==> config.mk <==
export PLATFORM = sky130hd
export DESIGN_NAME = prf_wr_arb_flat
export DESIGN_NICKNAME = d
export VERILOG_FILES = /design/src/rtl/prf_wr_arb_pkg.sv /design/src/rtl/prf_wr_arb_if.sv /design/src/rtl/prf_wr_fifo.sv /design/src/rtl/prf_wr_arb.sv /design/src/flat_wrapper.sv
export SDC_FILE = /design/constraint.sdc
export NUM_CORES = 1
export LEC_CHECK = 0
export CAP_MARGIN = 20
export CORE_ASPECT_RATIO = 2
export CORE_MARGIN = 1.5
export CORE_UTILIZATION = 49
export DETAILED_ROUTE_END_ITERATION = 8
export PLACE_DENSITY_LB_ADDON = 0.3
export SKIP_CTS_REPAIR_TIMING = 1
export SYNTH_ARGS = -nofsm -noshare
export SYNTH_HDL_FRONTEND = slang
export SYNTH_HIERARCHICAL = 1
export SYNTH_SLANG_ARGS = --single-unit
==> constraint.sdc <==
create_clock -name clk -period 4.44 [get_ports clk]
set_input_delay 0.888 -clock clk [delete_from_list [all_inputs] [get_ports clk]]
set_output_delay 0.888 -clock clk [all_outputs]
set_load 0.02 [all_outputs]
==> src/rtl/prf_wr_arb_pkg.sv <==
// prf_wr_arb_pkg: shared types and rotate-priority helper for the PRF write arbiter
package prf_wr_arb_pkg;
  localparam int PRF_WR_ARB_MAX_REQ = 8;
  typedef enum logic [1:0] {PRF_INT, PRF_FP, PRF_VEC, PRF_FLAG} t_prf_type;
  typedef struct packed {
    t_prf_type   ptype;
    logic [5:0]  idx;
  } t_pdst;
  typedef struct packed {
    t_pdst       pdst;
    logic [31:0] data;
  } t_prf_wr_pkt;
  typedef logic [$clog2(PRF_WR_ARB_MAX_REQ)-1:0] t_prf_wr_req_id;
  typedef struct packed {
    logic           found;
    t_prf_wr_req_id idx;
  } t_ff1;
  function automatic t_ff1 find_first1(input logic [PRF_WR_ARB_MAX_REQ-1:0] v, input t_prf_wr_req_id ptr);
    logic [PRF_WR_ARB_MAX_REQ-1:0] m;
    m = v & ({PRF_WR_ARB_MAX_REQ{1'b1}} << ptr);
    find_first1 = '0;
    for (int i = PRF_WR_ARB_MAX_REQ - 1; i >= 0; i--)
      if (v[i]) find_first1 = '{found: 1'b1, idx: t_prf_wr_req_id'(i)};
    for (int i = PRF_WR_ARB_MAX_REQ - 1; i >= 0; i--)
      if (m[i]) find_first1 = '{found: 1'b1, idx: t_prf_wr_req_id'(i)};
  endfunction
endpackage

==> src/rtl/prf_wr_arb_if.sv <==
// prf_wr_arb_if: requester handshake and PRF write-port bundle
interface prf_wr_arb_if import prf_wr_arb_pkg::*; #(
  parameter int NUM_REQ = 3,
  parameter int NUM_REG_WRITES = 1
);
  logic [NUM_REQ-1:0]        req_valid_ex;
  logic [NUM_REQ-1:0]        req_ready_ex;
  t_prf_wr_pkt               req_pkt_ex [NUM_REQ];
  logic [NUM_REG_WRITES-1:0] wr_en_nq_ro0;
  t_prf_wr_pkt               wr_pkt_ro0 [NUM_REG_WRITES];
  modport master (output req_valid_ex, req_pkt_ex, input req_ready_ex, wr_en_nq_ro0, wr_pkt_ro0);
  modport slave (input req_valid_ex, req_pkt_ex, output req_ready_ex, wr_en_nq_ro0, wr_pkt_ro0);
endinterface

==> src/rtl/prf_wr_fifo.sv <==
// prf_wr_fifo: per-requester writeback buffer with flush
module prf_wr_fifo import prf_wr_arb_pkg::*; #(
  parameter int DEPTH = 2
) (
  input  logic                       clk,
  input  logic                       reset,
  input  logic                       push,
  input  logic                       pop,
  input  logic                       flush,
  input  t_prf_wr_pkt                pkt,
  output t_prf_wr_pkt                head,
  output logic [$clog2(DEPTH+1)-1:0] count,
  output logic                       empty,
  output logic                       full
);
  localparam int PW = DEPTH > 1 ? $clog2(DEPTH) : 1;
  localparam int CW = $clog2(DEPTH + 1);
  logic [PW-1:0] rd_ptr, wr_ptr;
  t_prf_wr_pkt mem [DEPTH];
  assign head  = mem[rd_ptr];
  assign empty = count == '0;
  assign full  = count == CW'(DEPTH);
  // pointer and occupancy state; flush drops everything buffered
  always_ff @(posedge clk or posedge reset)
    if (reset) begin
      rd_ptr <= '0;
      wr_ptr <= '0;
      count  <= '0;
    end else if (flush) begin
      rd_ptr <= '0;
      wr_ptr <= '0;
      count  <= '0;
    end else begin
      if (push) wr_ptr <= wr_ptr == PW'(DEPTH - 1) ? '0 : wr_ptr + 1'b1;
      if (pop) rd_ptr <= rd_ptr == PW'(DEPTH - 1) ? '0 : rd_ptr + 1'b1;
      count <= count + CW'(push) - CW'(pop);
    end
  // storage is not reset; the arbiter masks heads of empty FIFOs
  always_ff @(posedge clk)
    if (push && !flush) mem[wr_ptr] <= pkt;
  // occupancy invariants
  always_ff @(posedge clk)
    if (!reset) begin
      assert (!(push && full));
      assert (count <= CW'(DEPTH));
    end
endmodule

==> src/rtl/prf_wr_arb.sv <==
// prf_wr_arb: round-robin scheduler of buffered writebacks onto the PRF write ports
module prf_wr_arb import prf_wr_arb_pkg::*; #(
  parameter int NUM_REQ = 3,
  parameter int NUM_REG_WRITES = 1,
  parameter int FIFO_DEPTH = 2
) (
  input  logic          clk,
  input  logic          reset,
  input  logic          flush,
  prf_wr_arb_if.slave   bus,
  output logic          arb_idle
);
  localparam int MAXR = PRF_WR_ARB_MAX_REQ;
  localparam int CW = $clog2(FIFO_DEPTH + 1);
  logic [NUM_REQ-1:0] empty, full, push, grant;
  logic [CW-1:0]      count [NUM_REQ];
  t_prf_wr_pkt        head [NUM_REQ];
  logic [MAXR-1:0]    pend;
  t_prf_wr_req_id     rr_ptr, rr_nxt;
  t_ff1               ff;
  for (genvar i = 0; i < NUM_REQ; i++) begin : g_req
    assign bus.req_ready_ex[i] = ~reset & ~full[i];
    assign push[i] = bus.req_valid_ex[i] & bus.req_ready_ex[i] & ~flush;
    prf_wr_fifo #(.DEPTH(FIFO_DEPTH)) u_fifo (
      .clk(clk), .reset(reset), .push(push[i]), .pop(grant[i]), .flush(flush),
      .pkt(bus.req_pkt_ex[i]), .head(head[i]), .count(count[i]), .empty(empty[i]), .full(full[i])
    );
  end
  // grant the first NUM_REG_WRITES non-empty FIFOs in rotating order; k-th grant drives port k
  always_comb begin
    pend = '0;
    pend[NUM_REQ-1:0] = ~empty;
    grant = '0;
    ff = '0;
    rr_nxt = rr_ptr;
    bus.wr_en_nq_ro0 = '0;
    for (int k = 0; k < NUM_REG_WRITES; k++) bus.wr_pkt_ro0[k] = '0;
    for (int k = 0; k < NUM_REG_WRITES; k++) begin
      ff = find_first1(pend, rr_ptr);
      if (ff.found && !flush) begin
        pend = pend & ~(MAXR'(1) << ff.idx);
        bus.wr_en_nq_ro0[k] = 1'b1;
        rr_nxt = ff.idx == t_prf_wr_req_id'(NUM_REQ - 1) ? '0 : ff.idx + 1'b1;
        for (int i = 0; i < NUM_REQ; i++)
          if (ff.idx == t_prf_wr_req_id'(i)) begin
            grant[i] = 1'b1;
            bus.wr_pkt_ro0[k] = head[i];
          end
      end
    end
  end
  // round-robin pointer advances past the last requester granted
  always_ff @(posedge clk or posedge reset)
    if (reset) rr_ptr <= '0;
    else rr_ptr <= flush ? '0 : rr_nxt;
  // idle when every FIFO count is zero
  always_comb begin
    arb_idle = 1'b1;
    for (int i = 0; i < NUM_REQ; i++) arb_idle = count[i] != '0 ? 1'b0 : arb_idle;
  end
  // two live write ports must never target the same physical register
  always_ff @(posedge clk)
    if (!reset)
      for (int a = 0; a < NUM_REG_WRITES; a++)
        for (int b = a + 1; b < NUM_REG_WRITES; b++)
          assert (!(bus.wr_en_nq_ro0[a] && bus.wr_en_nq_ro0[b] && bus.wr_pkt_ro0[a].pdst == bus.wr_pkt_ro0[b].pdst));
endmodule

==> src/flat_wrapper.sv <==
// flat-port wrapper written by rule: the top's interface ports become plain ports
module prf_wr_arb_flat import prf_wr_arb_pkg::*;
#(
  parameter int NUM_REQ = 3,
  parameter int NUM_REG_WRITES = 1,
  parameter int FIFO_DEPTH = 2
)
  (clk, reset, flush, arb_idle, bus_req_valid_ex, bus_req_pkt_ex, bus_req_ready_ex, bus_wr_en_nq_ro0, bus_wr_pkt_ro0);
  prf_wr_arb_if #(.NUM_REQ(NUM_REQ), .NUM_REG_WRITES(NUM_REG_WRITES)) bus_i ();
  input  logic clk;
  input  logic reset;
  input  logic flush;
  output logic arb_idle;
  input wire logic [$bits(bus_i.req_valid_ex)-1:0] bus_req_valid_ex;
  input wire logic [$bits(bus_i.req_pkt_ex)-1:0] bus_req_pkt_ex;
  output wire logic [$bits(bus_i.req_ready_ex)-1:0] bus_req_ready_ex;
  output wire logic [$bits(bus_i.wr_en_nq_ro0)-1:0] bus_wr_en_nq_ro0;
  output wire logic [$bits(bus_i.wr_pkt_ro0)-1:0] bus_wr_pkt_ro0;
  assign bus_i.req_valid_ex = bus_req_valid_ex;
  assign bus_i.req_pkt_ex = {>>{bus_req_pkt_ex}};
  assign bus_req_ready_ex = bus_i.req_ready_ex;
  assign bus_wr_en_nq_ro0 = bus_i.wr_en_nq_ro0;
  assign bus_wr_pkt_ro0 = {>>{bus_i.wr_pkt_ro0}};
  prf_wr_arb #(.NUM_REQ(NUM_REQ), .NUM_REG_WRITES(NUM_REG_WRITES), .FIFO_DEPTH(FIFO_DEPTH)) u_core (.clk(clk), .reset(reset), .flush(flush), .bus(bus_i), .arb_idle(arb_idle));
endmodule
==> images/layers.png <==
Scale: 2 px per µm.
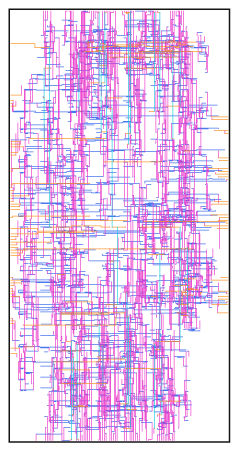
Key: M1 = blue [wire length 7,710 µm]; M4 = cyan [wire length 1,260 µm]; M2 = magenta [wire length 13,600 µm]; M3 = orange [wire length 1,450 µm]

==> images/pinout.png <==
Scale: 1.5 px per µm. Pins as bars across the die edge, other pins in grey.
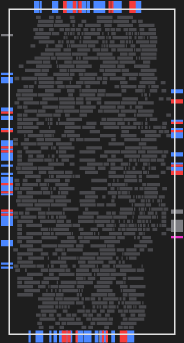
Key: `bus_wr_pkt_ro0` = red [pins 40, direction output, edge 13 bottom, 12 top, 8 left, 7 right]; `bus_req_pkt_ex` = blue [pins 120, direction input, edge 37 top, 37 left, 34 bottom, 12 right]; `flush` = magenta [pins 1, direction input, edge right]

==> CHANGELOG.md <==
### Metrics

* Pins Over Slew Limit at 0
* Post-Syn Instances at 650
* Final Hold Fails at 0
* Layout Cells excl Fill at ~1,100
* Total power divided by cell area at 481 mW/mm²
* CP Cell Sequence: nor2_1 -> nor4b_1 -> or4_2 -> buf_4 -> nand2_1 -> a31oi_1 -> clkdlybuf4s50_1
* Worst path max stage delay at 0.71 ns
* Dpl cells at 1,077
* Commonest cells in the netlist: 240 x edfxtp_1, 117 x mux2_4, 80 x nand2_1
* Synthesized flop and latch total at 255
* Place WS at a little under 0.6 ns
* Clock Latency Late Sink at slightly above 0.5 ns
* Max-area cell share at 65.0%
* Setup violators final at 0
* Dpl cell area at 0.0130 mm²
* Type of the most critical hold path: register to register
* Vias at roughly 6,000
* GPL Wtd Cong at 0.853
* Fillers at 1,636
* Synthesis area per yosys at 0.0111 mm²
* Log Warnings at 26
* Worst slew pin tran at between 0.8 and 0.9 ns
* Design Area, Final at around 0.014 mm²
* Cell count in the Yosys report at 650
* Adder Share, Synth at less than 1%
* Lkg Pwr at 4.83 nW
* Num ports at roughly 170
* Htree depth at 1
* FFs w/ async S/R, synth at 5.88%
* Drt wl/cell at roughly 21 µm
* Worst R2R End: u_core/g_req[0].u_fifo/count[1]
* Pin count of the biggest net entering global routing at 83
* Worst path slowest cell: or4_2
* Top comb family, area: multiplexers
* RSZ-0062 raised after global routing: false
* Core Util, Final at 61.9%
* WL final at 24,000 µm
* Clock-pin slew of the registers on the worst-case setup and hold paths at 0.07 ns
* Count of standard-cell rows at 77
* Cell family with most CP delay: simple AND/OR/NAND/NOR gates
* CTS root buf: clkbuf_16
* Final ANT Viol Nets at 0
* CTS Buf Count at 22
* CTS tree: built
* CP Launch Type: register
* Hold Path End: u_core/rr_ptr[1]
* AND/OR/NAND/NOR Cells, Area Fraction at 5.25%
* # clock sinks at about 260
* Max Cap Viol at 0
* Status: finished clean
* Post-synth EDFFs at 240
* Critical path arrival at 3.21 ns
* R2r setup slk at 1.49 ns
* Fp util at 50.0%
* GRT Util Overall at 20.9%
* Final Critical Period at about 4.1 ns
* Worst-case clock buffer depth at 3
* Worst Hold Depth at 2
* Most frequent cells in the layout: 240 x edfxtp_1, 170 x clkdlybuf4s50_1, 117 x mux2_4
* Area Growth Syn to Fin at 23.9%
* Initial DRC count at 466
* 1st-pass router iterations at 5
* Fraction of layout cells with a size suffix above 1 at 22.0%
* Vias per cell at 5.44
* XOR Share, Synth at 1.08%
* Mux cell area share at 16.2%
* Max_slew headroom at 40.4%
* Seq/Total Area, Yosys at 68.4%
* Buffers & Inverters on Critical Path at 2
* FF-to-FF path depth at 11
* Worst Setup Slack, final at 0.347 ns
* HP Start: u_core/rr_ptr[1]
* Fin Setup TNS at 0 ns
* Clock skew at approximately 0.012 ns
* Vias in the first global route at 6,536
* Mapped cell area at 0.0111 mm²
* WHS at between 0.6 and 0.7 ns
* Syn nets at 782
* Initial antenna violation count at 6
* Final net count at about 960
* Largest cells by area: edfxtp_1 65%, mux2_4 16%, dfrtp_1 3.4%
* First-pass GRT wire length at ~36,000 µm
* Dpl hpwl at 16,500 µm
* CP Max Fanout at 24
* Yosys warning count at 6
* Distinct cell type count after synthesis at 36
* DRC violations left at 0
* FMAX at 244 MHz
* Commonest flop: edfxtp_1
* Grt total ovfl at 0
* Worst r2r src: u_core/g_req[2].u_fifo/count[1]
* Cell type with the largest total area: edfxtp_1
* Input/output buffers at 170
* Overall power at 6.60 mW
* Avg Cell Area, Syn at 17.0 µm²
* Die Height at 216 µm
* Period utilization at 92.2%
* Max IR drop VDD at 0.420 mV
* Critical path type: register to primary output
* DIE WIDTH at 109 µm
* Top-count cell post-synth: edfxtp_1
* Critical Path RT at 3.55 ns
* CORE AREA at 0.0222 mm²
* Ao+oa area frac at 4.36%
* CP Capture Type: primary output
* Most used logic cell in the final layout: edfxtp_1
* Die Area at approximately 0.024 mm²
-- layer usage --
metal | global-route usage, % | vias up | routed length (µm)
met5 | 0 | - | 0
met4 | 12.9 | 0 | 1260
met3 | 3.32 | 67 | 1450
met2 | 38.5 | 250 | 13600
met1 | 21.2 | 2964 | 7710
li1 | - | 2815 | -
-- how the worst max path moves through the flow --
stage,start,endpoint,cells past startpoint
final,u_core/g_req[2].u_fifo/count[1],bus_wr_pkt_ro0[22],7
after CTS,u_core/g_req[2].u_fifo/count[1],bus_wr_pkt_ro0[26],7
after global placement,flush,bus_wr_pkt_ro0[26],7
after detailed placement,flush,bus_wr_pkt_ro0[26],7
after global routing,u_core/g_req[2].u_fifo/count[1],bus_wr_pkt_ro0[29],7
after floorplan,flush,u_core/g_req[0].u_fifo/mem[0][0],2
-- final cells by class --
class | count | area [µm²] | share of cell area (%)
clock buffers | 26 | 587 | 4.27
clock inverters | 11 | 118 | 0.857
well taps | 276 | 345 | 2.52
multi-input cells | 346 | 3110 | 22.6
flip-flops and latches | 255 | 7590 | 55.3
diodes | 6 | 15.0 | 0.109
inverters | 12 | 45.0 | 0.328
repair buffers | 188 | 1920 | 14.0
-- sequential cells by signal, summed over array words and instances (netlist names) --
register / count
u_core/rr_ptr: 3
u_core/g_req.u_fifo/mem: 240
u_core/g_req.u_fifo/count: 6
u_core/g_req.u_fifo/wr_ptr: 3
u_core/g_req.u_fifo/rd_ptr: 3
-- where the power goes --
part           switching, mW  total (mW)  internal (mW)
Combinational           1.03        1.93          0.909
Sequential            0.0807        2.78           2.70
Clock                  0.824        1.89           1.07
Total                   1.93        6.60           4.67
Power and IR drop assume default switching activity.
